**config.mk**
```make
export PLATFORM = sky130hd
export DESIGN_NAME = keypad_scan_4x4
export DESIGN_NICKNAME = d
export VERILOG_FILES = /design/src/rtl/keypad_scan_4x4.sv
export SDC_FILE = /design/constraint.sdc
export NUM_CORES = 1
export LEC_CHECK = 0
export CAP_MARGIN = 20
export CORE_ASPECT_RATIO = 0.7
export CORE_MARGIN = 8
export CORE_UTILIZATION = 54
export CTS_BUF_LIST = sky130_fd_sc_hd__clkbuf_8
export DETAILED_ROUTE_END_ITERATION = 8
export GPL_TIMING_DRIVEN = 0
export PLACE_DENSITY_LB_ADDON = 0.2
export SYNTH_ARGS = -nofsm -noshare
export SYNTH_HDL_FRONTEND = slang
export SYNTH_SLANG_ARGS = --single-unit
```
**constraint.sdc**
```tcl
create_clock -name clk -period 1.65 [get_ports clk]
set_input_delay 0.165 -clock clk [delete_from_list [all_inputs] [get_ports clk]]
set_output_delay 0.165 -clock clk [all_outputs]
set_load 0.02 [all_outputs]
```
**src/rtl/keypad_scan_4x4.sv**
```systemverilog
// keypad_scan_4x4
//   Scans a 4x4 membrane keypad one row at a time and synchronizes the column
//   returns. It assembles a 16-bit frame per full scan and debounces whole
//   frames. It then presents 16 clean active-low key lines to the downstream
//   priority encoder. Multiple keys pass through unchanged, and ghost
//   rectangles are reported exactly as read.
//
// Ports
//   clk        system clock
//   rst        synchronous reset, active-high
//   col_n[3:0] keypad columns, active-low, asynchronous to clk
//   row_n[3:0] row drive, exactly one bit low (row r on row_n[r])
//   key_15_8   debounced keys 15..8, active-low (bit i = key 8+i)
//   key_7_0    debounced keys 7..0, active-low (bit i = key i)
//   key_valid  one-clock pulse when the debounced key set changes
//   key_any    high while any debounced key is pressed
//
// Key index = row*4 + col.
module keypad_scan_4x4 #(
  parameter int SCAN_DIV       = 1000,  // clocks per row slot, >= 4
  parameter int DEBOUNCE_SCANS = 4      // identical frames needed, 1..15
) (
  input  logic       clk,
  input  logic       rst,
  input  logic [3:0] col_n,
  output logic [3:0] row_n,
  output logic [7:0] key_15_8,
  output logic [7:0] key_7_0,
  output logic       key_valid,
  output logic       key_any
);

  localparam int               DIV_W    = $clog2(SCAN_DIV);
  localparam logic [DIV_W-1:0] DIV_LAST = DIV_W'(SCAN_DIV - 1);
  localparam logic [3:0]       DEB      = 4'(DEBOUNCE_SCANS);

  logic [3:0]       sync1_q, sync1_d;
  logic [3:0]       sync2_q, sync2_d;
  logic [DIV_W-1:0] div_q, div_d;
  logic [1:0]       row_q, row_d;
  logic [3:0]       row_n_q, row_n_d;
  logic [15:0]      frame_q, frame_d;
  logic [15:0]      cand_q, cand_d;
  logic [3:0]       cnt_q, cnt_d;
  logic [15:0]      keys_q, keys_d;
  logic             valid_q, valid_d;
  logic             any_q, any_d;

  logic             tick;
  logic             frame_end;
  logic [15:0]      raw;

  always_comb begin
    // NOTE: every signal written here gets a default first, so no path can
    // leave one unassigned and infer a latch.
    sync1_d   = col_n;
    sync2_d   = sync1_q;
    tick      = (div_q == DIV_LAST);
    frame_end = tick && (row_q == 2'd3);
    div_d     = tick ? '0 : div_q + 1'b1;
    row_d     = tick ? row_q + 2'd1 : row_q;
    // Row drive follows the row counter one clock after the tick.
    row_n_d   = ~(4'b0001 << row_d);

    frame_d = frame_q;
    if (tick) begin
      frame_d[{row_q, 2'b00} +: 4] = sync2_q;
    end

    // Row 3 is captured at the same tick that ends the frame, so the
    // complete frame is taken from the live synchronizer output.
    raw = {sync2_q, frame_q[11:0]};

    cand_d  = cand_q;
    cnt_d   = cnt_q;
    keys_d  = keys_q;
    valid_d = 1'b0;
    if (frame_end) begin
      if (raw == cand_q) begin
        // The count saturates, so a held set never triggers a repeat update.
        cnt_d = (cnt_q >= DEB) ? DEB : cnt_q + 4'd1;
      end else begin
        cand_d = raw;
        cnt_d  = 4'd1;
      end
      if ((cnt_d == DEB) && (cand_d != keys_q)) begin
        keys_d  = cand_d;
        valid_d = 1'b1;
      end
    end

    // key_any is computed from the next outputs so it moves with them.
    any_d = ~&keys_d;
  end

  always_ff @(posedge clk) begin
    // NOTE: sequential state uses non-blocking assignments so every flop
    // samples values from before the edge, independent of statement order.
    if (rst) begin
      sync1_q <= 4'hF;
      sync2_q <= 4'hF;
      div_q   <= '0;
      row_q   <= 2'd0;
      row_n_q <= 4'b1110;
      frame_q <= 16'hFFFF;
      cand_q  <= 16'hFFFF;
      cnt_q   <= 4'd0;
      keys_q  <= 16'hFFFF;
      valid_q <= 1'b0;
      any_q   <= 1'b0;
    end else begin
      sync1_q <= sync1_d;
      sync2_q <= sync2_d;
      div_q   <= div_d;
      row_q   <= row_d;
      row_n_q <= row_n_d;
      frame_q <= frame_d;
      cand_q  <= cand_d;
      cnt_q   <= cnt_d;
      keys_q  <= keys_d;
      valid_q <= valid_d;
      any_q   <= any_d;
    end
  end

  assign row_n     = row_n_q;
  assign key_15_8  = keys_q[15:8];
  assign key_7_0   = keys_q[7:0];
  assign key_valid = valid_q;
  assign key_any   = any_q;

endmodule

```
==> notes.org, run 1 <==
* Implementation run

** Clock network
- Number of buffers on the longest clock path :: 2

** Pwr
- Total design power :: 3.716 mW
- Fraction of power spent switching nets :: 0.2497
- The flow reports power dissipated in sequential cells as 1.81 mW.

** Logic synthesis
- The cell-mix breakdown from Yosys lists the XOR/XNOR area share as 0.09974.
- Synthesized cell area :: 3425 µm²
- Fraction of synthesized cell area taken by the top area cell type :: 0.4326
- Top flip-flop cell by instance count after synthesis :: dfxtp_1
- Yosys printed 0 warnings.
- # Cells Yosys :: 364
- Per the synthesis report, the AND-OR/OR-AND share of the synthesized area is 0.1381.

** Worst setup path
- STA classifies the critical path endpoint as a flop.
- All stages included, the depth of the critical timing path comes to 7.
- Launching instance or port of the critical path :: cnt_q[0]
- OpenSTA lists the critical path endpoint as keys_q[1].

** Timing
- Headroom to the max-slew limit :: 0.5677
- Final number of setup-violating endpoints :: 55
- Final Worst Setup Slack :: -0.2933 ns

** Drt
- Detailed Route WL :: 10910 µm
- The detailed router used layers up to and including met4.
- Met1 Routed Length :: 4697 µm

** Hold path
- Class of the most critical hold timing path :: input pin to flop
- Hold analysis lists the worst path endpoint as row_n[3].

** Global routing
- Global Route met3 Usage :: 0.06205
- The via count of the first global-routing pass was 2810.

** Layout
- Per the layout area report, the combinational fraction of cell area is 0.4454.
- Dominant kind of cell by area :: logic gates
- Area of the multi-input gates :: 2153 µm²

** Status
- Run status :: complete, but fails checks
- Violated checks :: negative setup slack
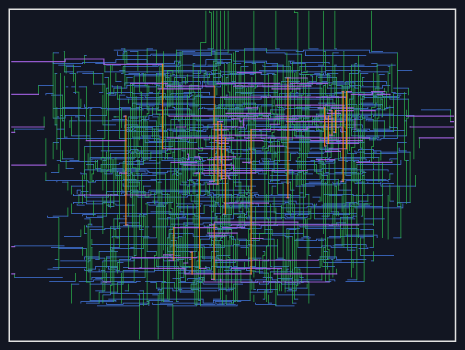
*Routed metal, one color a layer, run 1*
(4 px per µm)
color	layer	wire length
purple	M3	890 µm
green	M2	5020 µm
orange	M4	302 µm
blue	M1	4700 µm
routed via count: 3196
detailed-route wire length per cell: 21.31 µm

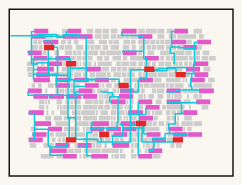
*Clock network drawn from the DEF, run 1*
(2 px per µm)
[cyan] clock wires | length: 1000 µm
[magenta] flip-flops | count: 74
[red] clock-net drivers | count: 9
flops lie	all over the die
clock distribution power: 1.64 mW
worst clock skew on the final layout: 0.01544 ns
Latency at later pin: 0.37 ns

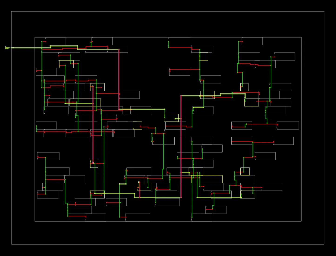
*Clock wiring as the flow saved it, run 1*
Seq cells: 74
cts bufs inserted: 9
clk_buf instances: 9
sink count of the clock tree: 74

## Run 2: what changed since run 1
--- a/config.mk
+++ b/config.mk
@@ -5,7 +5,7 @@
 export SDC_FILE = /design/constraint.sdc
 export NUM_CORES = 1
 export LEC_CHECK = 0
-export CAP_MARGIN = 20
+export CAP_MARGIN = 5
 export CORE_ASPECT_RATIO = 0.7
 export CORE_MARGIN = 8
 export CORE_UTILIZATION = 54
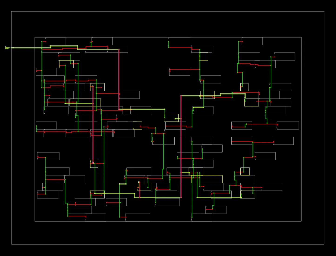
*Clock wiring as the flow saved it, run 2*

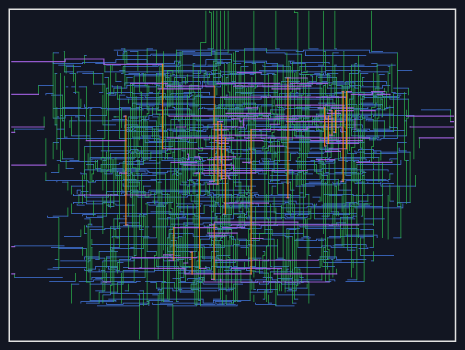
*Routed metal, one color a layer, run 2*
(4 px per µm)
color	layer	wire length
orange	M4	302 µm
blue	M1	4700 µm
green	M2	5020 µm
purple	M3	890 µm
total global routing track utilization: 0.1986
Detailed Route WL: 10910 µm

==> notes.org, run 2 <==
* Implementation run

** Status
- Run status :: complete, but fails checks
- The checks that failed: negative setup slack.

** Worst setup path
- For reference, the critical path is launched at cnt_q[0].
- Crit end category :: flop
- Critical path type :: flop to flop
- The signal on the critical path passes through ha_1 > nand3b_1 > nand2_4 > clkbuf_8 > nand4_4 > buf_12 > a21o_1.
- The critical path runs through a total of 7 cells.
- Capturing element of the worst setup path :: keys_q[1]

** Logic synthesis
- Fraction of synthesized cell area taken by the top area cell type :: 0.4326
- Synthesized cell area :: 3425 µm²
- The synthesized netlist was found by Yosys to have 364 cells.
- In this run, the synthesized area fraction spent on xor and xnor cells is recorded as 0.09974.
- Number of warnings reported in the yosys synthesis log :: 0
- Area share of and-or/or-and cells after synthesis :: 0.1381

** Global routing
- Via count of the first global-routing pass :: between 2000 and 3000
- Global Route met3 Usage :: 0.06205

** Pwr
- Total design power :: approximately 3.7 mW
- Switching power as a fraction of the total was reported as 0.2497.
- Clock distribution power :: 1.64 mW

** Timing
- Final Worst Setup Slack :: -0.2933 ns
- The final timing summary puts the cycle share of the worst path at 1.178.
- The clock arrives with around 0.015 ns of skew.
- Headroom to the max-slew limit :: 0.5677
- The final timing report counts setup violations totalling ~55.

** Layout
- Of all the cell area in the finished design, non-clock buffers hold 0.1690.
- Dominant kind of cell by area :: logic gates

** Hold path
- In this run the worst hold path is classified as input pin to flop.

** Drt
- Routed via count :: 3196
- Detailed-route wire length per cell :: approximately 21 µm
- Highest metal layer with signal wires :: met4

** Clock network
- Latency at later pin :: 0.37 ns
- TritonCTS reports the number of clock sinks as 74.
- Counting along the longest clock path gives a buffer depth of 2.
### Clock network drawn from the DEF, run 2

(2 px per µm)
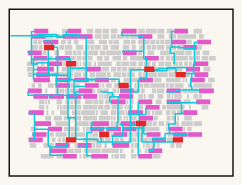

## Run 3: what changed since run 2
--- a/config.mk
+++ b/config.mk
@@ -12,7 +12,7 @@
 export CTS_BUF_LIST = sky130_fd_sc_hd__clkbuf_8
 export DETAILED_ROUTE_END_ITERATION = 8
 export GPL_TIMING_DRIVEN = 0
-export PLACE_DENSITY_LB_ADDON = 0.2
+export PLACE_DENSITY = 0.8
 export SYNTH_ARGS = -nofsm -noshare
 export SYNTH_HDL_FRONTEND = slang
 export SYNTH_SLANG_ARGS = --single-unit
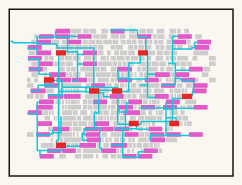
*Clock network drawn from the DEF, run 3*
(2 px per µm)
[red] clock-net drivers | count: 9
[magenta] flip-flops | count: 74
[cyan] clock wires | length: 896 µm
flops lie	all over the die
routed clock nets	10

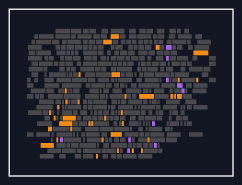
*Logic cells by family, run 3*
(2 px per µm)
color	family	cells
orange	nor cells	37
purple	aoi and oai cells	10

==> notes.org, run 3 <==
* Implementation run

** Status
- Run status :: complete, but fails checks
- Violated checks :: negative setup slack

** Global routing
- The via count of the first global-routing pass was 2865.
- Total global routing track utilization :: 0.2003

** Logic synthesis
- Number of warnings reported in the yosys synthesis log :: 0
- Among all flip-flop cells after synthesis, the most frequent one is dfxtp_1.
- Fraction of synthesized cell area taken by the top area cell type :: 0.4326
- Per the synthesis report, the AND-OR/OR-AND share of the synthesized area is 0.1381.
- # Cells Yosys :: 364

** Worst setup path
- Crit end category :: flop
- Critical path depth in cells :: 7
- According to the timing report, the critical path is captured at keys_q[1].
- Listed in order, past its start point the critical path passes buf_6 > xor2_2 > nor4_4 > nand4_4 > buf_6 > a41o_2 > a21o_1.
- Launching instance or port of the critical path :: sync2_q[0]
- The worst setup path is of the flop to flop kind.

** Clock network
- According to the CTS report, the clock sink count is 74.
- Number of buffers on the longest clock path :: 2
- TritonCTS created 9 clock buffers.
- At the later pin of the worst-skew pair, clock insertion delay measures ~0.36 ns.

** Pwr
- The clock network power reported by the tool is around 1.3 mW.
- Power in sequential cells :: 1.80 mW
- Total design power :: around 3.4 mW

** Layout
- Per the final report, the share of cell area in non-clock buffers is 0.1560.
- Share of cell area taken by multi-input logic gates :: 0.4472
- Clk_buf instances :: 9

** Drt
- Met1 Routed Length :: approximately 4300 µm
- Summing over every cut layer, the via total after detailed routing is 3093.
- Signal nets in the final route climb as high as met4.
- The script logs the mean routed wire length per placed instance as 19.72 µm.
- After detailed routing, the total wire length is 10100 µm.

** Timing
- The end-of-flow timing check tallies setup violations at between 50 and 60.
- The critical path in the final layout is reported with a setup slack of -0.2273 ns.
- Headroom to the max-slew limit :: 0.6298
- The final timing report lists clock skew as 0.005599 ns.

** Hold path
- Hold-critical path endpoint :: row_n[3]
Power is estimated from default activity; no workload was simulated.
